[config.mk]
export PLATFORM = sky130hd
export DESIGN_NAME = alu_cmd_queue
export DESIGN_NICKNAME = d
export VERILOG_FILES = /design/src/rtl/alu_cmd_queue.sv
export SDC_FILE = /design/constraint.sdc
export NUM_CORES = 1
export LEC_CHECK = 0
export CAP_MARGIN = 40
export CORE_MARGIN = 8
export CORE_UTILIZATION = 45
export CTS_BUF_LIST = sky130_fd_sc_hd__clkbuf_4 sky130_fd_sc_hd__clkbuf_8
export DETAILED_ROUTE_END_ITERATION = 16
export GPL_ROUTABILITY_DRIVEN = 1
export HOLD_SLACK_MARGIN = 0.06
export PLACE_DENSITY = 0.74
export SLEW_MARGIN = 30
export SYNTH_ARGS = -nofsm -noshare
export SYNTH_HDL_FRONTEND = slang
export SYNTH_SLANG_ARGS = --single-unit
export TNS_END_PERCENT = 1
[constraint.sdc]
create_clock -name clk -period 3.67 [get_ports clk]
set_clock_uncertainty 0.2 [all_clocks]
set_input_delay 0.734 -clock clk [delete_from_list [all_inputs] [get_ports clk]]
set_output_delay 0.734 -clock clk [all_outputs]
set_load 0.005 [all_outputs]
[src/rtl/alu_cmd_queue.sv]
// alu_cmd_queue: command FIFO in front of an external combinational 8-bit ALU.
// The head entry drives the ALU. Its result is captured into a one-deep
// valid/ready result stage.
// Optional macro ALU_CMD_QUEUE_FLAGS_EN adds registered res_zero/res_neg flags.
module alu_cmd_queue #(
  parameter int DEPTH = 4
) (
  input  logic                     clk,
  input  logic                     rst_n,
  input  logic                     flush,
  input  logic                     in_valid,
  output logic                     in_ready,
  input  logic [7:0]               in_a,
  input  logic [7:0]               in_b,
  input  logic [2:0]               in_opcode,
  output logic [7:0]               alu_a,
  output logic [7:0]               alu_b,
  output logic [2:0]               alu_opcode,
  input  logic [7:0]               alu_out,
  output logic                     res_valid,
  input  logic                     res_ready,
  output logic [7:0]               res_data,
  output logic [2:0]               res_opcode,
`ifdef ALU_CMD_QUEUE_FLAGS_EN
  output logic                     res_zero,
  output logic                     res_neg,
`endif
  output logic [$clog2(DEPTH):0]   count
);

  localparam int AW = $clog2(DEPTH);
  localparam logic [AW:0] FULL = (AW+1)'(DEPTH);
  localparam logic [AW:0] ONE  = (AW+1)'(1);

  typedef struct packed {
    logic [2:0] op;
    logic [7:0] a;
    logic [7:0] b;
  } cmd_t;

  cmd_t          mem [DEPTH];
  cmd_t          head;
  logic [AW-1:0] wr_ptr, rd_ptr;
  logic          push, pop, nonempty;

  // Handshake decode. Every term comes from registered state, so a full
  // queue never accepts a command, even when it pops on the same edge.
  // Flush suppresses both push and pop for its cycle.
  always_comb begin
    nonempty = (count != '0);
    in_ready = (count < FULL);
    push     = in_valid && in_ready && !flush;
    pop      = nonempty && (!res_valid || res_ready) && !flush;
  end

  // The head entry feeds the ALU. The operands are forced to zero when the
  // queue is empty, so the ALU inputs do not show stale storage.
  always_comb begin
    head       = mem[rd_ptr];
    alu_a      = nonempty ? head.a  : 8'h00;
    alu_b      = nonempty ? head.b  : 8'h00;
    alu_opcode = nonempty ? head.op : 3'b000;
  end

  // Storage array. It has no reset, and count alone decides which entries are live.
  always_ff @(posedge clk) begin
    if (push) mem[wr_ptr] <= '{op: in_opcode, a: in_a, b: in_b};
  end

  // Pointers wrap naturally at DEPTH (power of two). Count is the only
  // authority for full/empty.
  always_ff @(posedge clk or negedge rst_n) begin
    if (!rst_n) begin
      wr_ptr <= '0;
      rd_ptr <= '0;
      count  <= '0;
    end else if (flush) begin
      wr_ptr <= '0;
      rd_ptr <= '0;
      count  <= '0;
    end else begin
      if (push) wr_ptr <= wr_ptr + 1'b1;
      if (pop)  rd_ptr <= rd_ptr + 1'b1;
      case ({push, pop})
        2'b10:   count <= count + ONE;
        2'b01:   count <= count - ONE;
        default: count <= count;
      endcase
    end
  end

  // Result stage. A pop loads the stage. A consumed result with no new pop
  // empties it. The data fields keep their last value when not loaded.
  always_ff @(posedge clk or negedge rst_n) begin
    if (!rst_n) begin
      res_valid  <= 1'b0;
      res_data   <= 8'h00;
      res_opcode <= 3'b000;
`ifdef ALU_CMD_QUEUE_FLAGS_EN
      res_zero   <= 1'b0;
      res_neg    <= 1'b0;
`endif
    end else if (flush) begin
      res_valid  <= 1'b0;
    end else if (pop) begin
      res_valid  <= 1'b1;
      res_data   <= alu_out;
      res_opcode <= alu_opcode;
`ifdef ALU_CMD_QUEUE_FLAGS_EN
      res_zero   <= (alu_out == 8'h00);
      res_neg    <= alu_out[7];
`endif
    end else if (res_ready) begin
      res_valid  <= 1'b0;
    end
  end

endmodule
==> job_summary.md, run 1 <==
### Metrics collected by this job

| Metric | Value |
|---|---|
| Largest voltage drop on the vdd net | 0.2804 mV |
| Antenna violation net count after detailed routing | 0 |
| Highest-count cells in the layout ignoring fill and taps | 76 x sky130_fd_sc_hd__edfxtp_1, 66 x sky130_fd_sc_hd__clkdlybuf4s50_1, 21 x sky130_fd_sc_hd__nor2b_1 |
| Crit path kind | reg -> out |
| Die boundary height | 108.2 µm |
| P_int | 2.283 mW |
| Post-cts gate resize count | 0 |
| Sum of negative setup slack | 0 ns |
| Core Density at Floorplan | 46.52% |
| Worst reg2reg setup slack | 0.84 ns |
| Final worst path period share | 86.98% |
| Met3 track demand over resource in global routing | 3.153% |
| Final critical-path setup slack | 0.4778 ns |
| Global-route met1 utilization | 14.23% |
| Actual slew at the worst max-slew pin | 0.4603 ns |
| Cell Chain, Critical Path | buf_4, mux4_1, nor2b_1, clkdlybuf4s50_1 |
| Number of max-slew violations in the final report | 0 |
| First-pass GRT wire length | 10970 µm |
| Combined global-route utilization of all metal layers | 12.46% |
| Initial DRC count | 60 |
| RSZ-0062 raised after global routing | no |
| Most used standard cell by instance count after synthesis | sky130_fd_sc_hd__edfxtp_1 |
| Leading register cell type out of synthesis | sky130_fd_sc_hd__edfxtp_1 |
| Synth cell count leaders | 76 x sky130_fd_sc_hd__edfxtp_1, 21 x sky130_fd_sc_hd__nor2b_1, 19 x sky130_fd_sc_hd__dfrtp_1 |
| Number of buffers between clock root and the deepest sink | 2 |
| Critical-path cell with the highest stage delay | sky130_fd_sc_hd__mux4_1 |
| Share of total power in combinational logic | 34.3% |
| Clock tree from TritonCTS | done |
| Cell count along the critical path | 4 |
| Result of the run | completed |
| Number of global-route vias before repair | 2140 |
run 1: state kept, by name, summed over array words and instances (netlist names):
name / flops
res_data: 8
wr_ptr: 2
mem: 76
res_valid: 1
rd_ptr: 2
count: 3
res_opcode: 3
run 1: power by group through the flow:
stage               clock network, mW  logic [mW]  registers (mW)
finish                          0.677        1.07            1.38
global route                    0.740        1.16            1.40
CTS                             0.695        1.09            1.38
detailed placement                  0        1.09            1.40
global placement                    0        1.08            1.39
floorplan                           0       0.540            1.40
run 1: worst paths after layout:
path | startpoint | end
worst max-delay path | rd_ptr[0] | alu_opcode[0]
worst min-delay path | res_data[6] | res_data[6]
worst max register to register | count[0] | count[2]
worst min register to register | res_data[6] | res_data[6]
max in group asynchronous | rst_n | res_data[2]
min in group asynchronous | rst_n | count[1]
run 1: per-layer routing:
layer,vias to the layer above,wire [µm]
li1,917,-
met1,986,2716
met2,58,3557
met3,12,509
met4,0,151
met5,-,0
run 1: cell families after synthesis:
logic type,count (synthesis),synth area share (%)
flops,95,72.14
mux,33,15.84
buf+inv,12,1.636
simple gates,42,6.940
xor+xnor,2,0.4583
compound gates,8,1.146
fa+ha+maj,5,1.833
run 1: through the flow:
stage	utilization, %	std cells
4_1_cts	58.84	384
3_5_place_dp	56.40	368
6_report	58.93	385
3_3_place_gp	56.27	367
2_1_floorplan	-	197
5_1_grt	58.93	385
run 1: area by class of cell:
type / count / area share [%]
Multi-Input combinational cell: 90 / 20.70
Tap cell: 105 / 2.713
Clock buffer: 10 / 2.713
Clock inverter: 6 / 1.421
Sequential cell: 95 / 56.95
Timing Repair Buffer: 76 / 15.27
Inverter: 3 / 0.2326
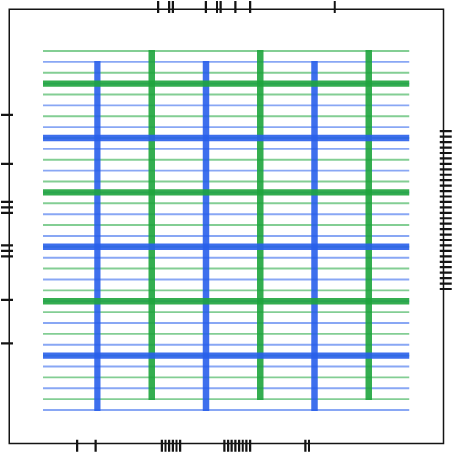
Figure 1: run 1, supply network.
Drawn at 4 px/µm. Pins as bars on the die edge.
Key: VSS = blue; VDD = green
34 met1 rails follow the rows. 67 signal pins sit on the boundary. 6 straps on met5.

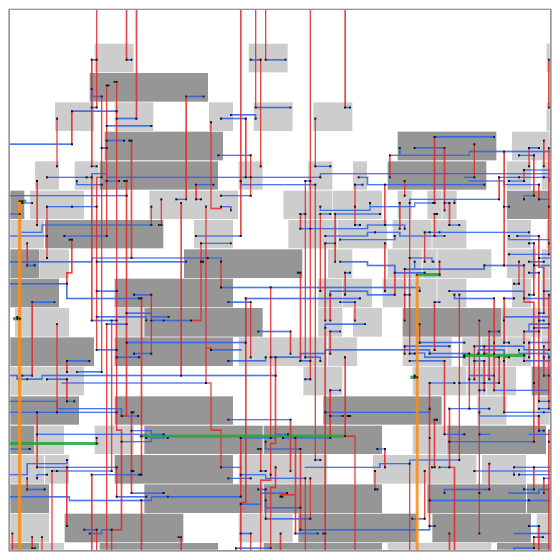
Figure 2: run 1, close-up of the layout.
Region (29, 51) to (79, 101) µm. Cells in gray, sequential cells in the stronger gray; small squares are vias.
Key: M2 = red; M1 = blue; M3 = green; M4 = orange
Most frequent: edfxtp_1 (19), clkdlybuf4s50_1 (10). Netlist names of flops here include mem (19), rd_ptr (2), res_opcode (2). 92 logic cells have their middle in the window. Sequential cells in the window: 25.

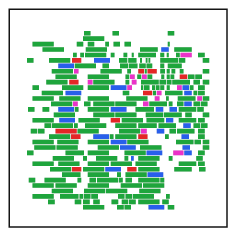
Figure 3: run 1, cell sizes after repair.
Drawn at 2 px/µm.
Key: x6 and larger = red [cells 12, most used clkbuf_8]; x2 = blue [cells 27, most used mux4_2]; x1 and smaller = green [cells 226, most used edfxtp_1]; x3 and x4 = magenta [cells 15, most used buf_4]

Figure 4. Signal metal coverage by tile (run 1).
Drawn at 3 px/µm. The die is cut into 22 by 22 equal tiles; dark purple is low, yellow is high, scaled to the fullest tile. Values are wire area over tile area, all layers added.
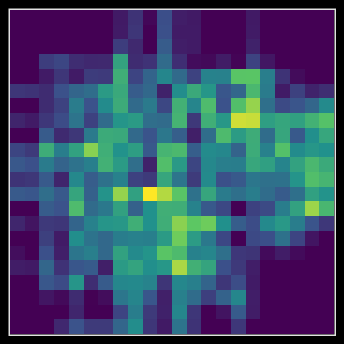

==> run 2: changes to the inputs <==
Settings changed: CORE_ASPECT_RATIO set to 1.25.
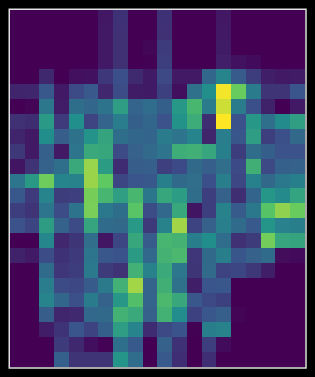
Figure 5: run 2, signal metal coverage by tile.
Drawn at 3 px/µm. The die is cut into 20 by 24 equal tiles; dark purple is low, yellow is high, scaled to the fullest tile. Values are wire area over tile area, all layers added.
15% of the tiles are over half the peak. 26% of the tiles are nearly empty. The mean over all tiles is 0.095. The fullest tile reaches 0.39.

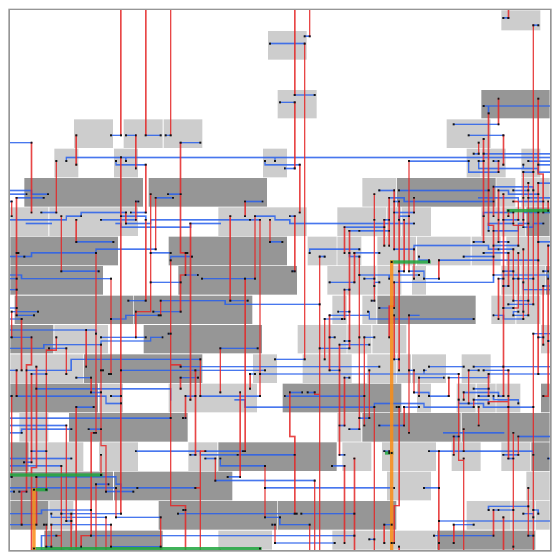
Figure 6: run 2, close-up of the layout.
Region (24, 58) to (74, 108) µm. Cells in gray, sequential cells in the stronger gray; small squares are vias.
Key: M2 = red; M1 = blue; M4 = orange; M3 = green
96 logic cells have their middle in the window. Sequential cells in the window: 25. Most frequent: edfxtp_1 (19), nor2b_1 (8), clkdlybuf4s50_1 (8). Netlist names of flops here include mem (19), rd_ptr (2), wr_ptr (2).

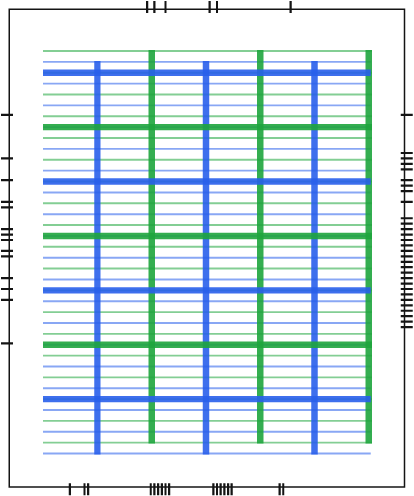
Figure 7: run 2, supply network.
Drawn at 4 px/µm. Pins as bars on the die edge.
Key: VDD = green; VSS = blue
38 met1 rails follow the rows. 6 straps on met4. 7 straps on met5. The core has 37 rows.

==> job_summary.md, run 2 <==
### Metrics collected by this job

| Metric | Value |
|---|---|
| Result of the run | completed |
| Post-cts gate resize count | 0 (unchanged) |
| Number of max-slew violations in the final report | 0 (unchanged) |
| RSZ-0062 raised after global routing | no |
| Register bank with the most flops | mem |
| Clock network power | 630 µW (-6.9%) |
| Highest signal layer in the routed design | met4 |
| Crit path kind | reg -> out |
| Final worst path period share | 88.09% (+1.1 points) |
| Power attributed to combinational cells | 1.08 mW (about the same) |
| Largest voltage drop on the vdd net | 0.3210 mV (+14%) |
| Cell Chain, Critical Path | buf_4, mux4_1, nor2b_1, clkdlybuf4s50_1 |
| Sum of negative setup slack | 0 ns (unchanged) |
| Initial DRC count | 84 (+40%) |
| Met2 WL | 3485 µm (-2.0%) |
| Most used standard cell by instance count after synthesis | sky130_fd_sc_hd__edfxtp_1 |
| Global-route met1 utilization | 14.32% (+0.092 points) |
| Met1 wire length | 2862 µm (+5.4%) |
| Highest-count cells in the layout ignoring fill and taps | 76 x sky130_fd_sc_hd__edfxtp_1, 66 x sky130_fd_sc_hd__clkdlybuf4s50_1, 21 x sky130_fd_sc_hd__nor2b_1 |
| Top contributor to total power | registers |
| Die boundary height | 119.0 µm (+10%) |
| Critical-path cell with the highest stage delay | sky130_fd_sc_hd__mux4_1 |
| Number of buffers between clock root and the deepest sink | 2 (unchanged) |
| Combined global-route utilization of all metal layers | 12.55% (+0.084 points) |
| Seq group | 1.37 mW (about the same) |
| Core Density at Floorplan | 46.39% (-0.13 points) |
| Final core area utilization | 58.44% (-0.49 points) |
| Met3 track demand over resource in global routing | 4.021% (+0.87 points) |
| First-pass GRT wire length | 11340 µm (+3.3%) |
-- run 2: metrics by stage --
stage / total power, mW / area (µm²) / setup slack [ns] / cells
CTS: 3.136 / 4816 / 0.3854 / 377
global route: 3.255 / 4816 / 0.2946 / 377
finish: 3.086 / 4816 / 0.4369 / 377
detailed placement: 2.507 / 4632 / 0.4960 / 361
floorplan: 1.941 / 3822 / 0.9589 / 197
global placement: 2.478 / 4613 / 0.3848 / 359
-- run 2: path summary, 6_finish.rpt --
| path | cells after the start | startpoint | endpoint | slack, ns |
|---|---|---|---|---|
| min | 1 | res_data[5] | res_data[5] | 0.31 |
| max in group asynchronous | 2 | rst_n | res_data[6] | 2.32 |
| max reg2reg | 6 | count[0] | count[2] | 0.99 |
| max | 4 | rd_ptr[0] | alu_opcode[2] | 0.44 |
| min in group asynchronous | 1 | rst_n | rd_ptr[1] | 0.50 |
| min reg2reg | 1 | res_data[5] | res_data[5] | 0.31 |
-- run 2: final cells by class --
type	instances	area (µm²)	share of cell area, %
tap	97	121.4	2.520
clock inverter	6	52.55	1.091
clock buffer	10	131.4	2.728
timing repair buffer	76	739.5	15.35
inverter	3	11.26	0.2338
sequential	95	2758	57.26
multi-input combinational	90	1002	20.81
-- run 2: critical path: cells and delay by family, from the launching register on --
family	cells	cell delay [ns]
muxes	1	0.64
DFF	1	0.34
and+or+nand+nor	1	0.16
buffers and inverters	2	0.81
-- run 2: cell families (layout without fill, tap and decap cells) --
kind of cell,after synthesis,count (layout),share of synthesized area [%]
AOI/OAI and AO/OA,8,8,1.146
xor gates and xnor gates,2,2,0.4583
adders and majority gates,5,5,1.833
buffers and inverters,12,95,1.636
DFF,95,95,72.14
muxes,33,33,15.84
and+or+nand+nor,42,42,6.940
Figure 8. Cell outlines without signal wires (run 2).
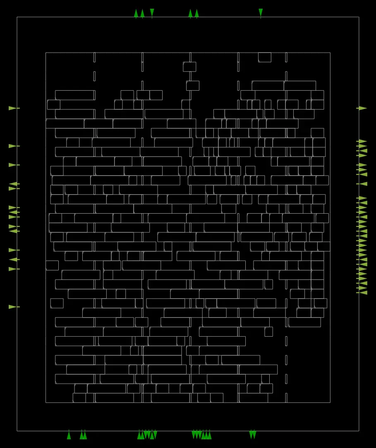

==> run 3: changes to the inputs <==
Settings changed: MAX_ROUTING_LAYER set to met4, RECOVER_POWER set to 25.
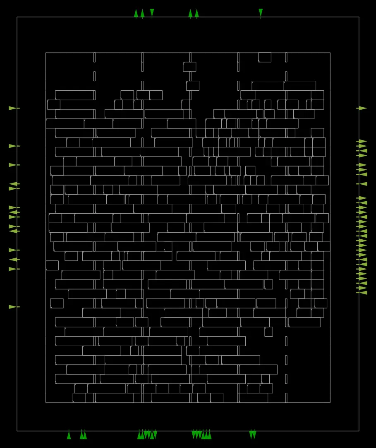
Figure 9: run 3, cell outlines without signal wires.
floorplan core area: 8240 µm²
filler cell count in the final layout: 648

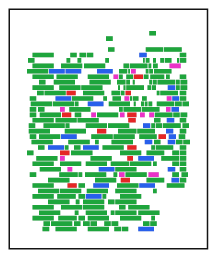
Figure 10: run 3, cell sizes after repair.
Drawn at 2 px/µm.
Key: x1 and smaller = green [cells 226, most used edfxtp_1]; x6 and larger = red [cells 13, most used clkbuf_8]; x3 and x4 = magenta [cells 15, most used buf_4]; x2 = blue [cells 26, most used mux4_2]

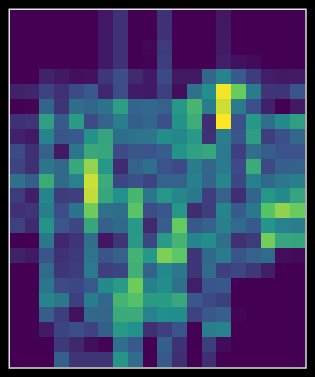
Figure 11: run 3, signal metal coverage by tile.
Drawn at 3 px/µm. The die is cut into 20 by 24 equal tiles; dark purple is low, yellow is high, scaled to the fullest tile. Values are wire area over tile area, all layers added.
The fullest tile reaches 0.39. The mean over all tiles is 0.094. 14% of the tiles are over half the peak. 26% of the tiles are nearly empty.

==> job_summary.md, run 3 <==
### Metrics collected by this job

| Metric | Value |
|---|---|
| Highest-count cells in the layout ignoring fill and taps | 76 x sky130_fd_sc_hd__edfxtp_1, 51 x sky130_fd_sc_hd__clkdlybuf4s50_1, 21 x sky130_fd_sc_hd__nor2b_1 |
| Result of the run | completed |
| Post-cts gate resize count | 0 (unchanged) |
| Critical-path cell with the highest stage delay | sky130_fd_sc_hd__mux4_1 |
| Worst reg2reg setup slack | 0.99 ns (about the same) |
| Setup Slack @ Placement | 0.4960 ns (unchanged) |
| Hold Path Stages | 1 (unchanged) |
| Number of max-slew violations in the final report | 0 (unchanged) |
| Final worst path period share | 88.06% (about the same) |
| Register bank with the most flops | mem |
| Sum of negative setup slack | 0 ns (unchanged) |
| Most frequently placed logic cell in the final layout | sky130_fd_sc_hd__edfxtp_1 |
| Initial DRC count | 85 (+1.2%) |
| Final critical-path setup slack | 0.4382 ns (+0.001314 ns) |
| Most used standard cell by instance count after synthesis | sky130_fd_sc_hd__edfxtp_1 |
| Number of buffers between clock root and the deepest sink | 2 (unchanged) |
| First-pass GRT wire length | 11340 µm (about the same) |
| Die boundary height | 119.0 µm (unchanged) |
| Final standard cell area without fillers | 4821 µm² (+0.10%) |
| Maximum fanout along the worst path | 22 |
| Crit path kind | reg -> out |
| Worst Reg2Reg Path Length in Cells | 6 (unchanged) |
| Cell Chain, Critical Path | buf_4, mux4_1, nor2b_1, clkdlybuf4s50_1 |
| Largest voltage drop on the vdd net | 0.3189 mV (-0.64%) |
| Worst path bufs/invs | 2 (unchanged) |
| Gate count of the mapped netlist | 197 |
| Combined global-route utilization of all metal layers | 12.94% (+0.39 points) |
| Crit path launch type | flop |
| Cell count along the critical path | 4 (unchanged) |
| Total cell area at the placement stage | 4632 µm² (unchanged) |
run 3: path summary, 6_finish.rpt:
path                        startpoint       endpoint
max                          rd_ptr[0]  alu_opcode[2]
min                        res_data[5]    res_data[5]
max reg2reg                   count[0]       count[2]
min reg2reg                res_data[5]    res_data[5]
max in group asynchronous        rst_n    res_data[1]
min in group asynchronous        rst_n      rd_ptr[1]
run 3: cell families after synthesis:
group / synth area share, %
buf+inv: 1.636
fa+ha+maj: 1.833
xor+xnor: 0.4583
compound gates: 1.146
simple gates: 6.940
flops: 72.14
mux: 15.84
run 3: layout make-up:
cell class | instances | area [µm²] | share of cell area, %
diodes | 2 | 5.005 | 0.1038
clock buffers | 10 | 131.4 | 2.725
flip-flops and latches | 95 | 2758 | 57.20
inverters | 3 | 11.26 | 0.2336
clock inverters | 6 | 52.55 | 1.090
repair buffers | 76 | 739.5 | 15.34
well taps | 97 | 121.4 | 2.518
multi-input cells | 90 | 1002 | 20.79
run 3: per-stage QoR:
step / hold slack, ns / total power [mW] / cells / util, %
floorplan: 0.2384 / 1.941 / 197 / -
global placement: 0.2889 / 2.478 / 359 / 55.98
detailed placement: 0.2950 / 2.507 / 361 / 56.21
CTS: 0.3155 / 3.136 / 377 / 58.44
global route: 0.3305 / 3.253 / 379 / 58.50
finish: 0.3113 / 3.081 / 379 / 58.50
run 3: routing by layer:
metal	up-vias	global-route usage, %	part of all wire (%)
li1	918	-	-
met2	59	20.55	50
met4	0	6.833	2.0
met1	1008	14.51	42
met3	12	3.788	6.4
met5	-	-	0
run 3: power by group through the flow:
stage	Clock (mW)	Sequential [mW]	Combinational (mW)
2_1_floorplan	0	1.40	0.540
3_3_place_gp	0	1.39	1.09
3_5_place_dp	0	1.40	1.11
4_1_cts	0.647	1.38	1.11
5_1_grt	0.686	1.39	1.18
6_report	0.628	1.37	1.08
Power and IR drop assume default switching activity.
